$ cat src/rtl/wb_bus_pkg.sv
// Shared types and helpers for the Wishbone shared-bus interconnect:
// FSM state encoding, counter widths, address decode and saturating increment.
package wb_bus_pkg;

  localparam int WB_CNT_W  = 16;
  localparam int WB_MAX_AW = 64;
  localparam logic [WB_CNT_W-1:0] WB_CNT_MAX = 16'hFFFF;

  typedef enum logic [1:0] {
    ST_IDLE   = 2'd0,
    ST_ACTIVE = 2'd1,
    ST_DERR   = 2'd2,
    ST_TOUT   = 2'd3
  } wb_state_e;

  function automatic logic wb_decode_hit(input logic [WB_MAX_AW-1:0] addr,
                                         input logic [WB_MAX_AW-1:0] base,
                                         input logic [WB_MAX_AW-1:0] mask);
    return ((addr & mask) == base);
  endfunction

  function automatic logic [WB_CNT_W-1:0] wb_sat_inc(input logic [WB_CNT_W-1:0] v);
    return (v == WB_CNT_MAX) ? v : v + 16'd1;
  endfunction

endpackage

$ cat src/rtl/wb_bus_watchdog.sv
// Bus-cycle watchdog: counts enabled cycles since the last clear and flags
// when the count reaches the configured limit.
module wb_bus_watchdog
  import wb_bus_pkg::*;
#(
  parameter int TIMEOUT_CYCLES = 255
) (
  input  logic clk_i,
  input  logic rst_i,
  input  logic clr_i,
  input  logic en_i,
  output logic match_o
);

  localparam logic [WB_CNT_W-1:0] LIMIT = WB_CNT_W'(TIMEOUT_CYCLES);

  logic [WB_CNT_W-1:0] cnt_q, cnt_d;

  // Next count: clear wins over enable.
  always_comb begin
    cnt_d = cnt_q;
    if (clr_i) begin
      cnt_d = '0;
    end else if (en_i) begin
      cnt_d = wb_sat_inc(cnt_q);
    end else begin
      cnt_d = cnt_q;
    end
  end

  // Count register.
  always_ff @(posedge clk_i or posedge rst_i) begin
    if (rst_i) begin
      cnt_q <= '0;
    end else begin
      cnt_q <= cnt_d;
    end
  end

  assign match_o = (cnt_q == LIMIT);

endmodule

$ cat src/rtl/wb_shared_bus.sv
// Single-master Wishbone shared bus: registered address decode, per-slave response
// mux, decode-miss and watchdog error terminations, saturating error statistics.
module wb_shared_bus
  import wb_bus_pkg::*;
#(
  parameter int N_SLAVES = 4,
  parameter int ADDR_W = 32,
  parameter int DATA_W = 32,
  parameter logic [N_SLAVES*ADDR_W-1:0] SLAVE_BASE = {N_SLAVES{32'h0000_0000}},
  parameter logic [N_SLAVES*ADDR_W-1:0] SLAVE_MASK = {N_SLAVES{32'hFFFF_0000}},
  parameter int TIMEOUT_CYCLES = 255
) (
  input  logic                       clk_i,
  input  logic                       rst_i,
  input  logic [ADDR_W-1:0]          m_addr_i,
  input  logic [DATA_W-1:0]          m_dat_i,
  input  logic [DATA_W/8-1:0]        m_sel_i,
  input  logic                       m_we_i,
  input  logic                       m_cyc_i,
  input  logic                       m_stb_i,
  input  logic                       m_lock_i,
  output logic [DATA_W-1:0]          m_dat_o,
  output logic                       m_ack_o,
  output logic                       m_err_o,
  output logic                       m_rty_o,
  output logic [ADDR_W-1:0]          s_addr_o,
  output logic [DATA_W-1:0]          s_dat_o,
  output logic [DATA_W/8-1:0]        s_sel_o,
  output logic                       s_we_o,
  output logic                       s_lock_o,
  output logic [N_SLAVES-1:0]        s_cyc_o,
  output logic [N_SLAVES-1:0]        s_stb_o,
  input  logic [N_SLAVES*DATA_W-1:0] s_dat_i,
  input  logic [N_SLAVES-1:0]        s_ack_i,
  input  logic [N_SLAVES-1:0]        s_err_i,
  input  logic [N_SLAVES-1:0]        s_rty_i,
  output logic [15:0]                err_count_o,
  output logic [ADDR_W-1:0]          last_err_addr_o,
  output logic                       busy_o
);

  wb_state_e             state_q, state_d;
  logic [N_SLAVES-1:0]   sel_q, sel_d, hit_vec, dec_sel;
  logic [WB_CNT_W-1:0]   err_cnt_q, err_cnt_d;
  logic [ADDR_W-1:0]     last_err_addr_q, last_err_addr_d;
  logic [DATA_W-1:0]     mux_dat;
  logic [WB_MAX_AW-1:0]  addr_ext, base_ext, mask_ext;
  logic                  sel_ack, sel_err, sel_rty, term;
  logic                  wd_clr, wd_en, wd_match;

  assign s_addr_o = m_addr_i;
  assign s_dat_o  = m_dat_i;
  assign s_sel_o  = m_sel_i;
  assign s_we_o   = m_we_i;
  assign s_lock_o = m_lock_i;

  // Address decode; the descending scan leaves the lowest-index hit selected.
  always_comb begin
    hit_vec  = '0;
    dec_sel  = '0;
    addr_ext = '0;
    base_ext = '0;
    mask_ext = '0;
    addr_ext[ADDR_W-1:0] = m_addr_i;
    for (int i = 0; i < N_SLAVES; i++) begin
      base_ext[ADDR_W-1:0] = SLAVE_BASE[i*ADDR_W +: ADDR_W];
      mask_ext[ADDR_W-1:0] = SLAVE_MASK[i*ADDR_W +: ADDR_W];
      hit_vec[i] = wb_decode_hit(addr_ext, base_ext, mask_ext);
    end
    for (int i = N_SLAVES - 1; i >= 0; i--) begin
      if (hit_vec[i]) begin
        dec_sel    = '0;
        dec_sel[i] = 1'b1;
      end else begin
        dec_sel = dec_sel;
      end
    end
  end

  // Read-data mux over the registered select only.
  always_comb begin
    mux_dat = '0;
    for (int i = 0; i < N_SLAVES; i++) begin
      if (sel_q[i]) begin
        mux_dat = mux_dat | s_dat_i[i*DATA_W +: DATA_W];
      end else begin
        mux_dat = mux_dat;
      end
    end
  end

  assign sel_ack = |(s_ack_i & sel_q);
  assign sel_err = |(s_err_i & sel_q);
  assign sel_rty = |(s_rty_i & sel_q);
  assign term    = (state_q == ST_ACTIVE) && m_cyc_i && m_stb_i && (sel_ack || sel_err || sel_rty);
  assign m_dat_o = (state_q == ST_ACTIVE) ? mux_dat : '0;

  assign wd_clr = (state_q != ST_ACTIVE) || term;
  assign wd_en  = (state_q == ST_ACTIVE) && m_stb_i;

  wb_bus_watchdog #(
    .TIMEOUT_CYCLES (TIMEOUT_CYCLES)
  ) u_watchdog (
    .clk_i   (clk_i),
    .rst_i   (rst_i),
    .clr_i   (wd_clr),
    .en_i    (wd_en),
    .match_o (wd_match)
  );

  // Next state, select, statistics and bus outputs; statistics update on error entry.
  always_comb begin
    state_d         = state_q;
    sel_d           = sel_q;
    err_cnt_d       = err_cnt_q;
    last_err_addr_d = last_err_addr_q;
    m_ack_o         = 1'b0;
    m_err_o         = 1'b0;
    m_rty_o         = 1'b0;
    s_cyc_o         = '0;
    s_stb_o         = '0;
    case (state_q)
      ST_IDLE: begin
        sel_d = '0;
        if (m_cyc_i && m_stb_i) begin
          if (|hit_vec) begin
            state_d = ST_ACTIVE;
            sel_d   = dec_sel;
          end else begin
            state_d         = ST_DERR;
            err_cnt_d       = wb_sat_inc(err_cnt_q);
            last_err_addr_d = m_addr_i;
          end
        end else begin
          state_d = ST_IDLE;
        end
      end
      ST_ACTIVE: begin
        s_cyc_o = sel_q & {N_SLAVES{m_cyc_i}};
        s_stb_o = sel_q & {N_SLAVES{m_stb_i}};
        if (term) begin
          m_err_o = sel_err;
          m_rty_o = !sel_err && sel_rty;
          m_ack_o = !sel_err && !sel_rty && sel_ack;
        end else begin
          m_err_o = 1'b0;
        end
        if (!m_cyc_i) begin
          state_d = ST_IDLE;
          sel_d   = '0;
        end else if (term) begin
          if (m_lock_i) begin
            state_d = ST_ACTIVE;
          end else begin
            state_d = ST_IDLE;
            sel_d   = '0;
          end
        end else if (wd_match) begin
          state_d         = ST_TOUT;
          sel_d           = '0;
          err_cnt_d       = wb_sat_inc(err_cnt_q);
          last_err_addr_d = m_addr_i;
        end else begin
          state_d = ST_ACTIVE;
        end
      end
      ST_DERR, ST_TOUT: begin
        m_err_o = 1'b1;
        state_d = ST_IDLE;
        sel_d   = '0;
      end
      default: begin
        state_d = ST_IDLE;
        sel_d   = '0;
      end
    endcase
  end

  // State, select and statistics registers.
  always_ff @(posedge clk_i or posedge rst_i) begin
    if (rst_i) begin
      state_q         <= ST_IDLE;
      sel_q           <= '0;
      err_cnt_q       <= '0;
      last_err_addr_q <= '0;
    end else begin
      state_q         <= state_d;
      sel_q           <= sel_d;
      err_cnt_q       <= err_cnt_d;
      last_err_addr_q <= last_err_addr_d;
    end
  end

  assign err_count_o     = err_cnt_q;
  assign last_err_addr_o = last_err_addr_q;
  assign busy_o          = (state_q != ST_IDLE);

endmodule

$ cat config.mk
export PLATFORM = sky130hd
export DESIGN_NAME = wb_shared_bus
export DESIGN_NICKNAME = d
export VERILOG_FILES = /design/src/rtl/wb_bus_pkg.sv /design/src/rtl/wb_bus_watchdog.sv /design/src/rtl/wb_shared_bus.sv
export SDC_FILE = /design/constraint.sdc
export NUM_CORES = 1
export LEC_CHECK = 0
export ABC_AREA = 1
export CELL_PAD_IN_SITES_DETAIL_PLACEMENT = 1
export CELL_PAD_IN_SITES_GLOBAL_PLACEMENT = 2
export CORE_AREA = 2 2 145 147
export CTS_CLUSTER_SIZE = 24
export DETAILED_ROUTE_END_ITERATION = 12
export DIE_AREA = 0 0 147 149
export DONT_BUFFER_PORTS = 1
export MAX_ROUTING_LAYER = met4
export PLACE_DENSITY_LB_ADDON = 0.12
export REMOVE_ABC_BUFFERS = 1
export SYNTH_ARGS = -nofsm -noshare
export SYNTH_HDL_FRONTEND = slang
export SYNTH_SLANG_ARGS = --single-unit
$ cat constraint.sdc
create_clock -name clk_i -period 5.8 [get_ports clk_i]
set_input_delay 0.87 -clock clk_i [delete_from_list [all_inputs] [get_ports clk_i]]
set_output_delay 0.87 -clock clk_i [all_outputs]
set_load 0.03 [all_outputs]
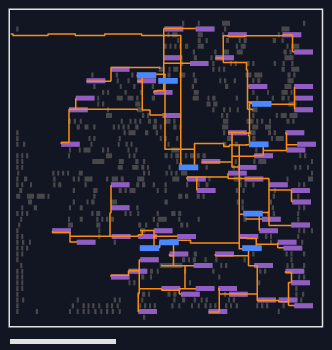
(run_1/clock_wires.png)
The bar under the picture is 50 um long.
Purple is flip-flops, count 67. Orange is clock wires, length 1270 um. Blue is clock-net drivers, count 9.
There are 10 routed clock nets.

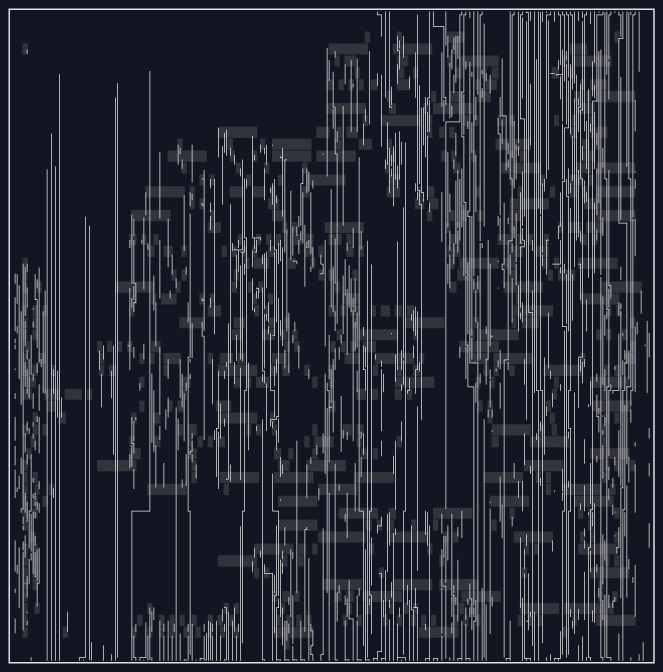
(run_1/m2.png)
Cells faint in the background.
The longest straight run is 134 um. The wires run mostly vertical.

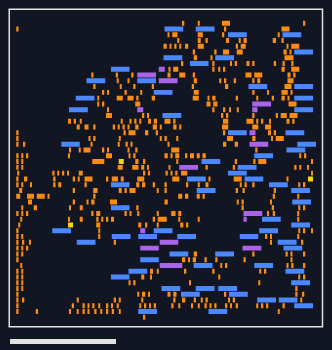
(run_1/class_map.png)
The bar under the picture is 50 um long.
Blue is registers, cells 67. Orange is remaining logic cells, cells 477. Purple is clock drivers and dummy loads, cells 16. Yellow is remaining buffers and delay cells, cells 3.

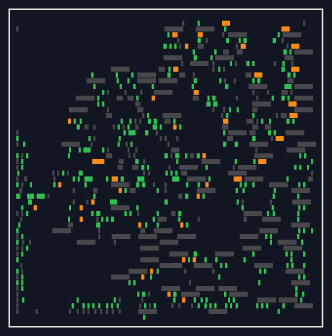
(run_1/gates.png)
Green is nand cells, cells 277, where spread over the die. Orange is aoi and oai cells, cells 39, where spread over the die.

==> flow_results.org, run 1 <==
#+TITLE: Flow metrics

** Synthesis
- Number of instances in the synthesized netlist :: 635
- AND-OR/OR-AND Cells, Area Fraction :: 6.41%
- Per the synthesis report, the simple-gate share of the synthesized area is 33.5%.
- Each instance of the synthesized netlist takes up on average 7.25 um2.
- Synthesis instantiated 32 different standard cells from the library.
- For reference, the mux area share after synthesis is 0%.
- Of the total synthesized cell area, the portion taken by XOR and XNOR cells is 3.99%.
- Adder-cell share of the synthesized area :: 0.543%
- Synthesized chip area reported by yosys :: 0.00460 mm2
- Number of storage elements in the synthesis netlist :: 67
- Number of synthesis warnings :: 0
- In the Yosys report, the sequential cells make up 36.4% of the chip area.

** CTS
- Clk pin slew, worst setup/hold paths :: 60 ps
- The root buffer cell chosen for the clock tree is sky130_fd_sc_hd__clkbuf_16.
- Maximum level of the CTS H-tree :: 3
- Post-CTS setup buffers :: 0
- TritonCTS created 9 clock buffers.
- CTS tree :: done
- Clock buffer depth :: 2
- Number of buffers inserted by hold repair at cts :: 0
- As reported, the later end of the worst-skew pair has a clock insertion delay of 340 ps.
- Resize count post-CTS :: 0

** Final timing
- The final timing summary puts the cycle share of the worst path at 56.2%.
- Count of final hold-check violations :: 0
- Setup violations remaining at the end of the flow were counted as 0.
- Across all setup checks in the final design, the least slack found is 2540 ps.
- Max-slew check failures listed in the final report amount to 0.
- Timing would allow up to 0.307 GHz.
- Max-Slew Margin vs Limit :: 30.5%
- The clock period could shrink to 3260 ps.
- The transition time recorded at the tightest slew-check pin is 1040 ps.

** Global routing
- Entering global routing, the biggest net connects 68 pins.
- The first global-routing pass estimated 28700 um of wire.
- Remaining global-route overflow :: 0
- The via count of the first global-routing pass came to 3734.
- Initial antenna violation count :: 0

** Drt
- Number of DRC markers after the initial detailed-route iteration :: 125
- Count of unresolved DRC violations after routing :: 0
- Routed wirelength normalized by instance count :: 24.4 um
- Count of nets left with antenna violations after detail routing :: 0
- In the routed layout, each cell is associated on average with a via count of 4.35.
- Count of vias placed by the detailed router :: 3644
- The routed design has 20400 um of wire.

** Placement
- Logged for this run, the post-placement worst setup slack is 2840 ps.
- The number of placed instances, taps included, is 822.
- Detailed Place HPWL :: 16900 um
- # port buffers :: 0

** Pwr
- Of the total power, the clock network draws 45.8%.
- Internal power of the cells :: 855 uW
- Power density cells :: 270 mW/mm2
- Per report_power, the top consumer among the power groups is registers.
- Maximum VDD drop :: 133 uV
- Comb pwr :: 68.3 uW
- Sequential cells account for 48.7% of the total power.
- Fraction of power spent switching nets :: 30.7%
- Sequential cells consume a total of 601 uW.
- Power attributed to the clock group is 565 uW.
- Switching pwr :: 379 uW

** Critical path
- The STA report counts the stages on the worst setup path as 5.
- Critical Setup Path Class :: reg -> out
- The critical path ends at m_err_o.
- Start point of the critical path :: state_q[1]$_DFF_PP0_
- Buf/Inv on CP :: 1
- Cell with the largest stage delay on the worst path :: sky130_fd_sc_hd__o21ai_0
- Grouping stages by cell kind, the critical path spends the most delay in simple AND/OR/NAND/NOR gates.
- Endpoint of the lowest-slack register-to-register path :: last_err_addr_o[19]$_DFFE_PP0P_
- Crit path arrival time :: 2390 ps

** Outcome
- The flow ran to the end, and the final reports show no timing, DRC or antenna violations.

** Finish
- Diodes inserted :: 0
- Commonest Layout Cell :: sky130_fd_sc_hd__nand2_1
- After filler insertion, the fill cell instance count of the layout stands at 2499.
- Area grow syn2layout :: -0.815%
- For this run, the number of standard cells in the final layout without fillers is 838.
- Post-layout net count :: 774
- Share of layout cells above drive strength 1 :: 10.3%

** Floorplanning
- The report lists the number of standard-cell rows as 53.
- The overall die size recorded for this design is 0.0219 mm2.
- Area of the core region :: 0.0206 mm2
- Core utilization at floorplan :: 22.4%
- 376 I/O pins were placed.

** Flow run
- The number of warnings reported in the stage logs is 130.
- Tally of max-capacitance violations :: 0

** Worst hold path
- The worst hold path passes through 2 cells.
- HP Class :: reg -> reg
run 1: synth_stat cells, drive strengths merged:
cell type | number | area share, %
or2 | 4 | 0.54
o21bai | 16 | 3.4
dfrtp | 67 | 36
and2 | 1 | 0.14
clkbuf | 3 | 0.24
buf | 93 | 15
nor3 | 4 | 0.54
o21a | 1 | 0.16
nor3b | 1 | 0.16
nor2 | 80 | 6.7
nand3 | 46 | 5.8
o21ai | 21 | 2.6
a21oi | 2 | 0.22
ha | 2 | 0.54
conb | 1 | 0.081
xor2 | 21 | 4.0
nand4 | 4 | 0.54
nand2 | 227 | 19
inv | 41 | 3.3
run 1: stage by stage:
stage	instance area (um2)	util, %	power [uW]	hold slack [ps]
after CTS	4570	22.2	1260	553
after floorplan	3900	-	653	471
after global placement	4270	20.7	679	532
final	4570	22.2	1230	559
after detailed placement	4270	20.7	682	539
after global routing	4570	22.2	1300	591
run 1: cell type report:
type	instances	area [um2]	share of cell area [%]
flip-flops and latches	67	1680	36.7
clock buffers	9	225	4.93
multi-input cells	436	2070	45.3
inverters	41	154	3.37
clock inverters	7	76.3	1.67
well taps	275	344	7.53
repair buffers	3	22.5	0.493
run 1: state kept, by name, indices dropped and copies added (netlist names):
name	flops
err_count_o	16
state_q	2
sel_q	1
last_err_addr_o	32
u_watchdog.cnt_q	16
run 1: routing by layer:
layer	vias up	GRT usage [%]	share of wire, %
met5	-	-	0
met4	0	3.80	2.0
met3	18	13.5	15
met2	226	37.2	55
met1	1682	15.0	28
li1	1718	-	-
run 1: tightest hold or removal path, cell delays in order, from the launching register on:
cell	delay (ps)
sky130_fd_sc_hd__dfrtp_1	390
sky130_fd_sc_hd__nand2_1	70
sky130_fd_sc_hd__nand2_1	60
==> run 2: changes to the inputs <==
CORE_AREA = 2 2 146 148   (was 2 2 145 147)
DIE_AREA = 0 0 148 150   (was 0 0 147 149)
clock period = 2.9 ns   (was 5.8 ns; I/O delays follow)
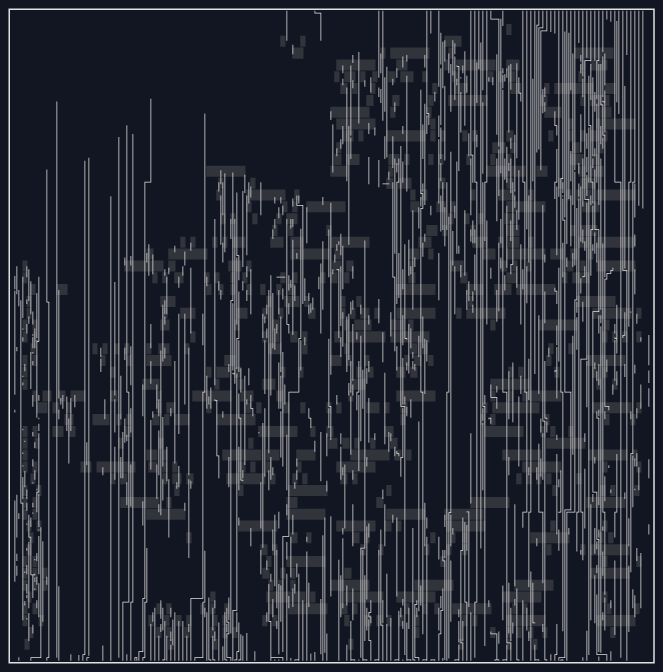
(run_2/m2.png)
Cells faint in the background.
The layer carries 11500 um of wire. The wires run mostly vertical. 570 nets have wire on it.

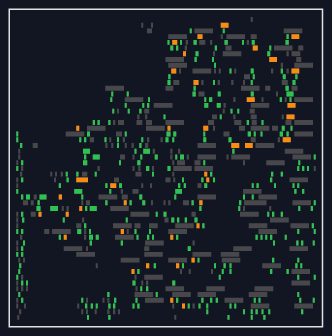
(run_2/gates.png)
Green is nand cells, cells 277, where spread over the die. Orange is aoi and oai cells, cells 39, where spread over the die.

==> flow_results.org, run 2 <==
#+TITLE: Flow metrics

** Finish
- The post-layout net count was 786 (+1.6%).
- The number of diodes was 0 (unchanged).
- Final core area utilization :: 22.5% (+0.32 points)
- The share of cells above drive strength 1 came to 12.2% (+1.9 points).
- Number of flip-flops in the largest register :: 32 (unchanged)
- The post-layout instance area was 0.00466 mm2 (+2.1%).
- Finished Layout Cells :: 850 (+1.4%)

** Drt
- The detailed-route wire length per cell came to 24.4 um (+0.20%).
- Number of DRC markers after the initial detailed-route iteration :: 105 (-16%)
- Count of unresolved DRC violations after routing :: 0 (unchanged)
- The count of antenna-violating nets left after detailed routing was 0 (unchanged).
- Wire length reported by the detailed router :: 20800 um (+1.6%)

** Synthesis
- The main area contributors are sky130_fd_sc_hd__dfrtp_1, sky130_fd_sc_hd__nand2_1, sky130_fd_sc_hd__buf_4.
- Top cells by count, synth :: sky130_fd_sc_hd__nand2_1, sky130_fd_sc_hd__nor2_1, sky130_fd_sc_hd__buf_4
- Synthesized chip area reported by yosys :: 0.00460 mm2 (unchanged)
- The number of warnings printed during yosys synthesis came to 0 (unchanged).
- Number of instances in the synthesized netlist :: 635 (unchanged)

** Placement
- Placed Cells incl. Taps :: 834 (+1.5%)
- The placed wire-length estimate came to 17200 um (+1.7%).
- The post-placement setup slack is 464 ps (-2380 ps).
- # port buffers :: 0 (unchanged)

** Critical path
- Stages on the worst setup path :: 7 (+2)
- The count of buffering cells on the critical path with inverters included is 0 (-1).
- Cell with the largest stage delay on the worst path :: sky130_fd_sc_hd__nand3_2

** Global routing
- Initial antenna violation count :: 0 (unchanged)
- The sum of overflow across all layers after global routing is 0 (unchanged).
- Global-route wire length before repair :: 28800 um (+0.31%)

** CTS
- Post-CTS setup buffers :: 0 (unchanged)
- Per the CTS log, the root buffer master is sky130_fd_sc_hd__clkbuf_16.
- Clk pin slew, worst setup/hold paths :: 70 ps (about the same)
- TritonCTS built the clock tree.
- Clock buffer depth :: 2 (unchanged)
- Maximum level of the CTS H-tree :: 3 (unchanged)

** Final timing
- The worst path uses 82.9% of the clock period.
- The number of hold violations in the final report is 0 (unchanged).
- Setup-failing EPs final :: 0 (unchanged)
- Per the timing report, the achievable frequency comes out to 0.416 GHz.
- Post-layout minimum cycle time :: 2400 ps
- Worst setup margin :: 497 ps (-2040 ps)
- The worst-case headroom to the max-slew limit came to 35.4% (+4.9 points).

** Worst hold path
- Number of cells on the worst hold path :: 2 (unchanged)
- HP Class :: in -> reg

** Floorplanning
- Area of the core region :: 0.0207 mm2 (+0.65%)
- Row count :: 53 (unchanged)
- The overall die area came to 0.0222 mm2 (+1.4%).

** Outcome
- The flow ran to the end, and the final reports show no timing, DRC or antenna violations.

** Pwr
- Total power draw :: 2510 uW (+100%)
- The power density over the cells was 538 mW/mm2 (+99%).
- The worst ir drop on vdd is 180 uV (+35%).
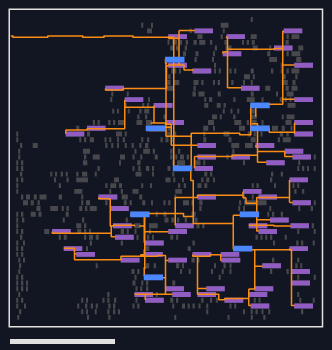
(run_2/clock_wires.png)
The bar under the picture is 50 um long.
Orange is clock wires, length 1280 um. Purple is flip-flops, count 67. Blue is clock-net drivers, count 9.
There are 10 routed clock nets.

## run 2: netlist changes by cell type in the layout (fill, tap and decap cells not counted)
| cell | change |
|---|---|
| sky130_fd_sc_hd__inv_6 | +2 |
| sky130_fd_sc_hd__clkinv_2 | -1 |
| sky130_fd_sc_hd__buf_4 | +12 |
| sky130_fd_sc_hd__clkinv_4 | -2 |
| sky130_fd_sc_hd__inv_8 | +1 |
## run 2: area by class of cell
class                           count  area [um2]
Multi-Input combinational cell    436        2070
Tap cell                          275         344
Clock inverter                      7        82.6
Inverter                           41         154
Clock buffer                        9         225
Timing Repair Buffer               15         113
Fill cell                        2560       16000
Sequential cell                    67        1680
## run 2: power by group
part,internal (uW),switching [uW]
Clock,681,486
Sequential,1000,199
Combinational,37.8,101
Total,1720,786
## run 2: path summary, 6_finish.rpt
kind / start / to
max reg2reg: u_watchdog.cnt_q[0]$_DFFE_PP0P_ / last_err_addr_o[18]$_DFFE_PP0P_
max in group asynchronous: rst_i / state_q[0]$_DFF_PP0_
max: u_watchdog.cnt_q[0]$_DFFE_PP0P_ / last_err_addr_o[18]$_DFFE_PP0P_
min in group asynchronous: rst_i / err_count_o[14]$_DFFE_PP0P_
min: m_addr_i[24] / last_err_addr_o[24]$_DFFE_PP0P_
min reg2reg: u_watchdog.cnt_q[1]$_DFFE_PP0P_ / u_watchdog.cnt_q[1]$_DFFE_PP0P_
## run 2: per-layer routing
layer  vias up  track usage (%)  wire length (um)
met5         -                -                 0
met4         0             4.38               197
met3        16             14.0              3310
met2       221             36.8             11500
met1      1713             14.5              5800
li1       1747                -                 -
## run 2: cells by family after synthesis
kind of cell	synth area share [%]
AOI/OAI and AO/OA	6.41
and+or+nand+nor	33.5
xor gates and xnor gates	3.99
other	0.0814
adders and majority gates	0.543
DFF	36.4
buffers and inverters	19.1
==> run 3: changes to the inputs <==
clock period = 2.15 ns   (was 2.9 ns; I/O delays follow)
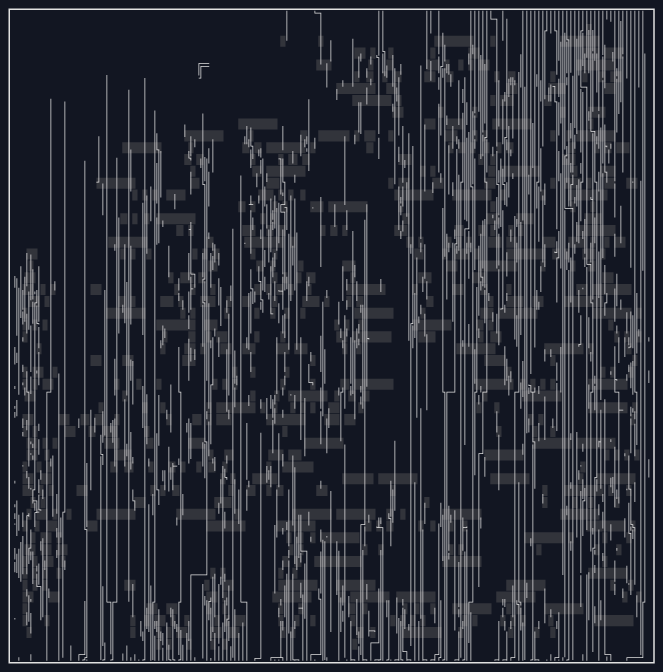
(run_3/m2.png)
Cells faint in the background.
The layer holds 54% of the routed length. 620 nets have wire on it.

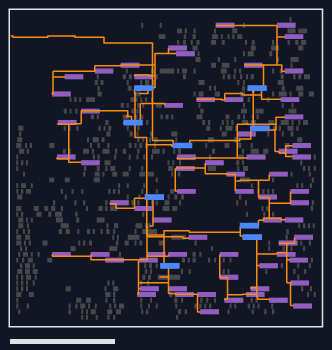
(run_3/clock_wires.png)
The bar under the picture is 50 um long.
Orange is clock wires, length 1310 um. Purple is flip-flops, count 67. Blue is clock-net drivers, count 9.
There are 10 routed clock nets.

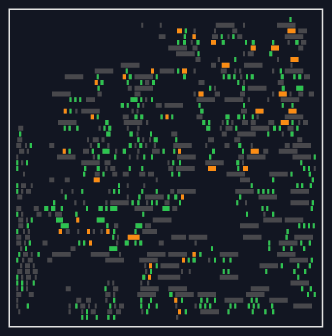
(run_3/gates.png)
Orange is aoi and oai cells, cells 39, where spread over the die. Green is nand cells, cells 277, where spread over the die.

==> flow_results.org, run 3 <==
#+TITLE: Flow metrics

** Final timing
- The final-report setup violation count was 0 (unchanged).
- Fmax :: 0.507 GHz
- The final critical-path setup slack was 176 ps (-321 ps).
- The number of hold violations in the final report was 0 (unchanged).
- Post-route period utilization is reported as 91.8%.
- For the finished layout, the period the worst path requires is 1970 ps.

** Critical path
- Stages on the worst setup path :: 6 (-1)
- The count of buffering cells on the critical path with inverters included came to 2 (+2).
- The largest individual stage delay along the critical path comes from the cell sky130_fd_sc_hd__dfrtp_1.
- Reg-to-reg critical path startpoint :: u_watchdog.cnt_q[0]$_DFFE_PP0P_

** CTS
- Clock buffer depth :: 2 (unchanged)
- Clk pin slew, worst setup/hold paths :: 60 ps (about the same)
- The deepest level of the CTS H-tree was 3 (unchanged).
- CTS tree :: done
- Per the CTS log, the root buffer master is sky130_fd_sc_hd__clkbuf_16.

** Floorplanning
- Area of the core region :: 0.0207 mm2 (unchanged)
- The overall die area came to 0.0222 mm2 (unchanged).
- I/O pins :: 376
- The number of rows in the core area came to 53 (unchanged).

** Pwr
- The relative contribution of the clock network to total power is 46.4% (about the same).
- Looking at the group totals, the largest power group turns out to be registers.
- The sequential cell power was 1620 uW (+35%).
- Internal power of the cells :: 2360 uW (+37%)
- The net switching component of the power came to 1040 uW (+32%).
- Power density cells :: 666 mW/mm2 (+24%)
- Fraction of power spent switching nets :: 30.6% (-0.70 points)
- Clk power :: 1580 uW (+35%)

** Drt
- Count of unresolved DRC violations after routing :: 0 (unchanged)
- The detailed-route wire length per cell is 23.7 um (-3.1%).
- Count of nets left with antenna violations after detail routing :: 0 (unchanged)
- Number of DRC markers after the initial detailed-route iteration :: 127 (+21%)

** Outcome
- The flow ran to the end, and the final reports show no timing, DRC or antenna violations.

** Placement
- # port buffers :: 0 (unchanged)
- Placed Cells incl. Taps :: 884 (+6.0%)
- Detailed Place HPWL :: 17800 um (+3.6%)
- The post-placement setup slack was 184 ps (-280 ps).

** Finish
- Share of layout cells above drive strength 1 :: 19.5% (+7.3 points)
- The number of flip-flops in the largest register came to 32 (unchanged).
- The number of diodes came to 0 (unchanged).
- Finished Layout Cells :: 901 (+6.0%)
- The post-layout net count came to 837 (+6.5%).

** Global routing
- Initial antenna violation count :: 0 (unchanged)
- The sum of overflow across all layers after global routing came to 0 (unchanged).
- Global-route wire length before repair :: 29700 um (+3.2%)

** Synthesis
- Number of synthesis warnings :: 0 (unchanged)
- Synthesized chip area reported by yosys :: 0.00460 mm2 (unchanged)
- Counting instances in the post-synthesis netlist gives the leading cell types as sky130_fd_sc_hd__nand2_1, sky130_fd_sc_hd__nor2_1, sky130_fd_sc_hd__buf_4.
- The number of instances in the synthesized netlist is 635 (unchanged).

** Worst hold path
- Hold path startpoint :: m_addr_i[8]
- STA reports the tightest min-delay check as being of type in -> reg.
- The depth of the worst hold-timing path was 2 (unchanged).
run 3: cell counts after synthesis:
Identical to the previous run, type by type.
run 3: logic make-up (layout without fill, tap and decap cells):
group | after synthesis | in the layout | share of synthesized area, %
other cells | 1 | 6 | 0.0814
compound gates | 40 | 40 | 6.41
flops | 67 | 67 | 36.4
simple gates | 367 | 367 | 33.5
buf+inv | 137 | 123 | 19.1
fa+ha+maj | 2 | 2 | 0.543
xor+xnor | 21 | 21 | 3.99
run 3: final timing paths:
kind | slack, ps | endpoint
worst max-delay path | 180 | m_err_o
worst min-delay path | 100 | last_err_addr_o[8]$_DFFE_PP0P_
worst max register to register | 200 | err_count_o[11]$_DFFE_PP0P_
worst min register to register | 530 | u_watchdog.cnt_q[15]$_DFFE_PP0P_
max in group asynchronous | 1080 | last_err_addr_o[23]$_DFFE_PP0P_
min in group asynchronous | 420 | err_count_o[10]$_DFFE_PP0P_
run 3: final cells by class:
cell class | instances | area [um2]
multi-input cells | 436 | 2080
repair buffers | 66 | 536
well taps | 275 | 344
fillers | 2536 | 15600
clock buffers | 10 | 239
flip-flops and latches | 67 | 1680
inverters | 41 | 154
clock inverters | 6 | 72.6
run 3: through the flow:
| step | power, uW | setup TNS, ps |
|---|---|---|
| after detailed placement | 1850 | 0 |
| after floorplan | 1760 | -199 |
| after CTS | 3470 | 0 |
| after global routing | 3550 | 0 |
| after global placement | 1840 | 0 |
| final | 3400 | 0 |
run 3: per-layer routing:
metal	vias to the layer above	global-route usage [%]	part of all wire [%]
li1	1848	-	-
met4	0	5.43	2.0
met3	26	13.8	15
met5	-	-	0
met1	1820	15.6	29
met2	214	36.4	54
run 3: repair_timing:
item                                    in CTS  in global routing
hold buffers                                 1                  0
endpoints found under the setup margin       1                  3
setup buffers                                0                  0
gates resized                                1                  2
endpoints found under the hold margin       13                  0
Power figures rest on the tool's default switching activity, not on a simulated workload.
